<file path="src/rtl/aes_result_serializer_if.sv">
// aes_result_serializer_if: block-in / byte-out bundle for the serializer.
// ByteParity exists only when SER_PARITY_EN is defined.
interface aes_result_serializer_if;
  logic [127:0] Result;
  logic         WriteEn;
  logic         WriteRy;
  logic [7:0]   ByteOut;
  logic         ByteValid;
  logic         ByteReady;
  logic         ByteLast;
  logic         Busy;
  logic         Overrun;
  logic         ClearOvr;
`ifdef SER_PARITY_EN
  logic         ByteParity;

  modport master (
    output Result, WriteEn, ByteReady, ClearOvr,
    input  WriteRy, ByteOut, ByteValid, ByteLast,
    input  Busy, Overrun, ByteParity
  );

  modport slave (
    input  Result, WriteEn, ByteReady, ClearOvr,
    output WriteRy, ByteOut, ByteValid, ByteLast,
    output Busy, Overrun, ByteParity
  );
`else
  modport master (
    output Result, WriteEn, ByteReady, ClearOvr,
    input  WriteRy, ByteOut, ByteValid, ByteLast,
    input  Busy, Overrun
  );

  modport slave (
    input  Result, WriteEn, ByteReady, ClearOvr,
    output WriteRy, ByteOut, ByteValid, ByteLast,
    output Busy, Overrun
  );
`endif
endinterface

</file>
<file path="src/rtl/aes_result_serializer.sv">
// aes_result_serializer: ping-pong 128-bit block buffer emitted bytewise.
// Define SER_PARITY_EN to add the ByteParity output.
module aes_result_serializer #(
  parameter bit MSB_FIRST = 1'b1
) (
  input logic Clk,
  input logic Rst,
  aes_result_serializer_if.slave bus
);

  typedef enum logic {IDLE, SHIFT} state_t;

  state_t       state;
  state_t       state_nx;
  logic [127:0] slot [2];
  logic         wr_ptr;
  logic         rd_ptr;
  logic [1:0]   count;
  logic [1:0]   count_nx;
  logic [3:0]   idx;
  logic         overrun;

  logic         write_ry;
  logic         valid;
  logic         capture;
  logic         xfer;
  logic         done;
  logic [3:0]   sel;
  logic [7:0]   cur;
  logic [7:0]   byte_o;

  assign write_ry = (count != 2'd2);
  assign valid    = (state == SHIFT);
  assign capture  = bus.WriteEn & write_ry;
  assign xfer     = valid & bus.ByteReady;
  assign done     = xfer & (idx == 4'hf);

  // byte index 0 maps to the top byte when MSB_FIRST
  assign sel    = MSB_FIRST ? ~idx : idx;
  assign cur    = slot[rd_ptr][{sel, 3'b000} +: 8];
  assign byte_o = valid ? cur : 8'h00;

  always_comb begin
    count_nx = count;
    state_nx = state;
    unique case (1'b1)
      (capture & ~done): count_nx = count + 2'd1;
      (done & ~capture): count_nx = count - 2'd1;
      default:           count_nx = count;
    endcase
    unique case (state)
      IDLE:    if (capture) state_nx = SHIFT;
      SHIFT:   if (count_nx == 2'd0) state_nx = IDLE;
      default: state_nx = IDLE;
    endcase
  end

  always_ff @(posedge Clk or negedge Rst) begin
    if (!Rst) state <= IDLE;
    else      state <= state_nx;
  end

  always_ff @(posedge Clk or negedge Rst) begin
    if (!Rst) begin
      count   <= 2'd0;
      wr_ptr  <= 1'b0;
      rd_ptr  <= 1'b0;
      idx     <= 4'h0;
      overrun <= 1'b0;
    end else begin
      count <= count_nx;
      if (capture) wr_ptr <= ~wr_ptr;
      if (xfer)    idx    <= idx + 4'h1;
      if (done)    rd_ptr <= ~rd_ptr;
      if (bus.WriteEn && !write_ry) overrun <= 1'b1;
      else if (bus.ClearOvr)        overrun <= 1'b0;
    end
  end

  // payload needs no reset: it is only visible while a slot is occupied
  always_ff @(posedge Clk) begin
    if (capture) slot[wr_ptr] <= bus.Result;
  end

  assign bus.WriteRy   = write_ry;
  assign bus.ByteValid = valid;
  assign bus.ByteOut   = byte_o;
  assign bus.ByteLast  = valid & (idx == 4'hf);
  assign bus.Busy      = (count != 2'd0);
  assign bus.Overrun   = overrun;
`ifdef SER_PARITY_EN
  assign bus.ByteParity = ^byte_o;
`endif

endmodule

</file>
<file path="src/flat_wrapper.sv">
// flat-port wrapper written by rule: the top's interface ports become plain ports
module aes_result_serializer_flat 
#(
  parameter bit MSB_FIRST = 1'b1
)
  (Clk, Rst, bus_Result, bus_WriteEn, bus_ByteReady, bus_ClearOvr, bus_WriteRy, bus_ByteOut, bus_ByteValid, bus_ByteLast, bus_Busy, bus_Overrun);
  aes_result_serializer_if bus_i ();
  input logic Clk;
  input logic Rst;
  input wire logic [$bits(bus_i.Result)-1:0] bus_Result;
  input wire logic [$bits(bus_i.WriteEn)-1:0] bus_WriteEn;
  input wire logic [$bits(bus_i.ByteReady)-1:0] bus_ByteReady;
  input wire logic [$bits(bus_i.ClearOvr)-1:0] bus_ClearOvr;
  output wire logic [$bits(bus_i.WriteRy)-1:0] bus_WriteRy;
  output wire logic [$bits(bus_i.ByteOut)-1:0] bus_ByteOut;
  output wire logic [$bits(bus_i.ByteValid)-1:0] bus_ByteValid;
  output wire logic [$bits(bus_i.ByteLast)-1:0] bus_ByteLast;
  output wire logic [$bits(bus_i.Busy)-1:0] bus_Busy;
  output wire logic [$bits(bus_i.Overrun)-1:0] bus_Overrun;
  assign bus_i.Result = bus_Result;
  assign bus_i.WriteEn = bus_WriteEn;
  assign bus_i.ByteReady = bus_ByteReady;
  assign bus_i.ClearOvr = bus_ClearOvr;
  assign bus_WriteRy = bus_i.WriteRy;
  assign bus_ByteOut = bus_i.ByteOut;
  assign bus_ByteValid = bus_i.ByteValid;
  assign bus_ByteLast = bus_i.ByteLast;
  assign bus_Busy = bus_i.Busy;
  assign bus_Overrun = bus_i.Overrun;
  aes_result_serializer #(.MSB_FIRST(MSB_FIRST)) u_core (.Clk(Clk), .Rst(Rst), .bus(bus_i));
endmodule
</file>
<file path="config.mk">
export PLATFORM = sky130hd
export DESIGN_NAME = aes_result_serializer_flat
export DESIGN_NICKNAME = d
export VERILOG_FILES = /design/src/rtl/aes_result_serializer_if.sv /design/src/rtl/aes_result_serializer.sv /design/src/flat_wrapper.sv
export SDC_FILE = /design/constraint.sdc
export NUM_CORES = 1
export LEC_CHECK = 0
export ABC_AREA = 1
export CORE_MARGIN = 5
export CORE_UTILIZATION = 35
export DETAILED_ROUTE_END_ITERATION = 8
export MAX_ROUTING_LAYER = met4
export PLACE_DENSITY = 0.55
export SYNTH_ARGS = -nofsm -noshare
export SYNTH_HDL_FRONTEND = slang
export SYNTH_SLANG_ARGS = --single-unit
</file>
<file path="constraint.sdc">
create_clock -name Clk -period 8.79 [get_ports Clk]
set_clock_uncertainty 0.05 [all_clocks]
set_input_delay 1.758 -clock Clk [delete_from_list [all_inputs] [get_ports Clk]]
set_output_delay 1.758 -clock Clk [all_outputs]
set_load 0.01 [all_outputs]
</file>
**Sequential cells grouped by signal name**

Drawn at 2 px/um.
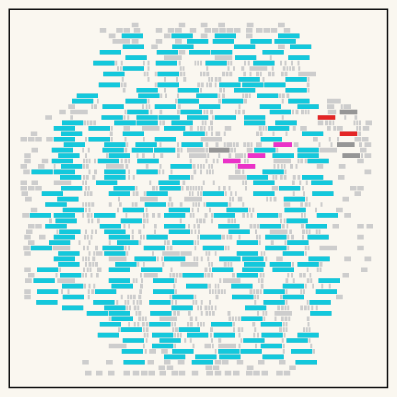
color	signal	flops
cyan	u_core.slot	256
magenta	u_core.idx	4
red	u_core.count	2
not colored	4
Finished Core Util: 43.5%
Seq group: 0.00187 W
Seq. cell area: 7940 sq um
sequential cell area share: 58.1%

**Nets reached from selected ports**

Drawn at 2 px/um.
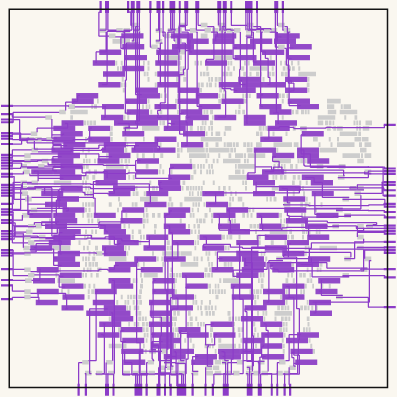
color	port	bits	direction	edge	end cells	buffers	wire
purple	bus_Result	128	input	38 left, 34 bottom, 33 top, 23 right	256	128	7120 um
port bufs: 145
I/O pin total: 146

**Clock wiring as the flow saved it**

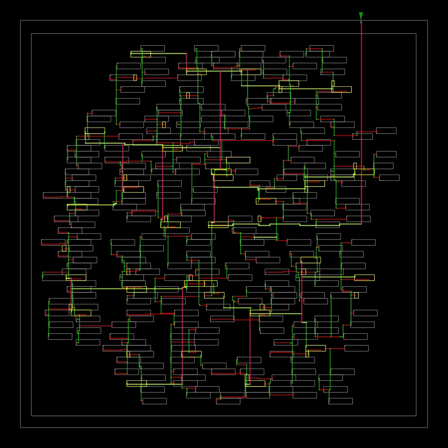
CTS sink count: 266
final sequential cell count: 266
Clock group: 0.00109 W
CLK BUF: 37

**Placement density heat map**

Drawn at 1.5 px/um. 19 x 19 tiles, from dark purple (low) to yellow (high), 0 to 100% covered.
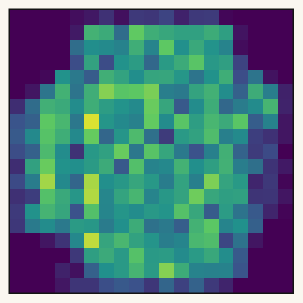
emptiest ninth of the die	upper left
mean over tiles	37%
fullest tile	95%
nearly empty tiles	18%
core area: 31500 sq um
starting density of the core: 35.4%

==> impl_metrics.ini <==
; generated from flow reports
[yosys]
syn_area_sq_um = 11100
synth_seq_share_pct = 71.3
ys.flops = 266
ys_area_sq_um = 11100
ys_warn_count = 0
syn_nets = 1135
synth_cell_type_count = 21
syn_avg_cell_area_sq_um = 11.1
ys_cells = 1000
synthCells = 1000

[detailed_routing]
drt-total-wl_um = 28600
firstDrtPassIters = 5
ant_nets = 0
first_iter_violations = 754
dr_total_vias = 7440
routed_via_density = 4.78
drc = 0
wl_per_cell_um = 18.4

[setup_path]
crit_chain = buf_4 > inv_2 > buf_4 > nand3_1 > a21oi_1 > nor2_1 > nand2_1 > nand2_1 > nor2_1 > clkdlybuf4s50_1
cpMaxStageDelayCell = clkdlybuf4s50_1
critPathBufInv = 4
required_ps = 6980
critical-path-top-delay-family = buffers and inverters
slowest_delay_ps = 590
startpoint_type = flop
worstPathMaxFanout = 66
end_kind = output port
worstPathArrival_ps = 3860
worst-setup-path-type = reg2out

[global_route]
grt_pass1_vias = 7323
grt_max_degree = 129
gr-total-overflow = 0
grt_usage_pct = 16.2
grt_first_pass_wirelength_um = 43500
antenna_found_initial = 0

[placement]
dp_hpwl_um = 18300
place_congestion = 0.817
dp_cells = 1505

[clocking]
clk_root_buffer_cell = clkbuf_16
clk_pin_slew_ps = 60
cts_resized = 0
cts_tree = yes
cts_setup_buffers = 0
cts_hold_buffers = 0
clk_latency_ps = 550
h-tree-depth = 1
ctsLongestPathBuffers = 3
cts_buffers = 28

[finish]
syn2layout_area_growth_pct = 22.9
nFillCells = 2985
lay_top_cells = nand2_1, edfxtp_1, clkdlybuf4s50_1
drive_gt1_share_pct = 4.50
nets = 1268
antenna_cells = 0
final_cells = 1557
final_common_cell = nand2_1

[final_timing]
fin_setup_tns_ps = 0
setup_viol = 0
slew_violations = 0
max_freq_mhz = 177
timing.final.crit_period_ps = 5670
min_period_over_period_pct = 64.4
relSlewSlack_pct = 40.8
tightest_slew_ps = 888
hold_viol_final = 0
hold_slack_ps = 485
rsz0062_at_grt = false

[job]
tool_warnings = 28
cap_violations = 0

[die]
dieHeight_um = 188
die_x_um = 188
rows = 65
dieArea_sq_um = 35500

[outcome]
status = finished, final reports clean

[pwr]
power_density_nw_per_um2 = 328
p_total_w = 0.00448
p_leak_nw = 5.32
vdd_drop_max_mv = 0.207

[worst_hold_path]
hold_path_class = reg2reg
final cells by class:
type	count	area, sq um	share of cell area (%)
Sequential cell	266	7940	58.1
Multi-Input combinational cell	592	2520	18.4
Timing Repair Buffer	152	1530	11.2
Clock buffer	37	734	5.37
Tap cell	402	503	3.68
Inverter	93	350	2.56
Clock inverter	15	103	0.750
metal layers:
layer  share of wire (%)  GRT usage, %
met5                   0             -
met1                  47          23.7
met4                 2.3          4.40
met3                 5.1          2.30
met2                  46          23.9
path summary, 6_finish.rpt:
| check | startpoint | to | slack [ps] | depth (start not counted) |
|---|---|---|---|---|
| worst max-delay path | u_core.idx[0]$_DFFE_PN0P_ | bus_ByteOut[5] | 3120 | 10 |
| worst min-delay path | u_core.count[0]$_DFF_PN0_ | u_core.count[0]$_DFF_PN0_ | 480 | 1 |
| worst max register to register | u_core.idx[0]$_DFFE_PN0P_ | u_core.bus.ByteValid$_DFF_PN0_ | 5860 | 9 |
| worst min register to register | u_core.count[0]$_DFF_PN0_ | u_core.count[0]$_DFF_PN0_ | 480 | 1 |
| max in group asynchronous | Rst | u_core.rd_ptr$_DFFE_PN0P_ | 6800 | 1 |
| min in group asynchronous | Rst | u_core.idx[3]$_DFFE_PN0P_ | 1500 | 1 |
cell usage after synthesis (all sizes together):
master	number	area share, %
or2	1	0.056
dfrtp	10	2.2
o21ai	43	1.9
buf	43	2.9
xnor2	1	0.079
edfxtp	256	69
clkinv	1	0.034
nand3	131	5.9
inv	92	3.1
ha	2	0.22
nand2	319	11
clkbuf	6	0.20
nor3	1	0.045
a21oi	11	0.49
xor2	5	0.39
nor2	78	2.6
power by group:
group | switching, W | internal [W]
Clock | 0.000472 | 0.000615
Combinational | 0.00104 | 0.000479
Sequential | 0.000139 | 0.00173
kinds of logic after synthesis:
| kind of cell | share of synthesized area, % |
|---|---|
| fa+ha+maj | 0.225 |
| buf+inv | 6.24 |
| simple gates | 19.4 |
| xor+xnor | 0.472 |
| flops | 71.3 |
| compound gates | 2.43 |
metrics by stage:
step                setup WS, ps  instance area [sq um]  utilization, %
CTS                         3090                  13700            43.5
global placement            3690                  12800            40.8
floorplan                    913                  11100               -
detailed placement          3680                  12800            40.8
global route                2890                  13700            43.5
finish                      3120                  13700            43.5
flip-flops by register name, indices dropped and copies added, names as in the netlist:
signal                cells
u_core.bus.ByteValid      1
u_core.bus.Overrun        1
u_core.count              2
u_core.idx                4
u_core.rd_ptr             1
u_core.slot             256
u_core.wr_ptr             1
Power and IR drop assume default switching activity.
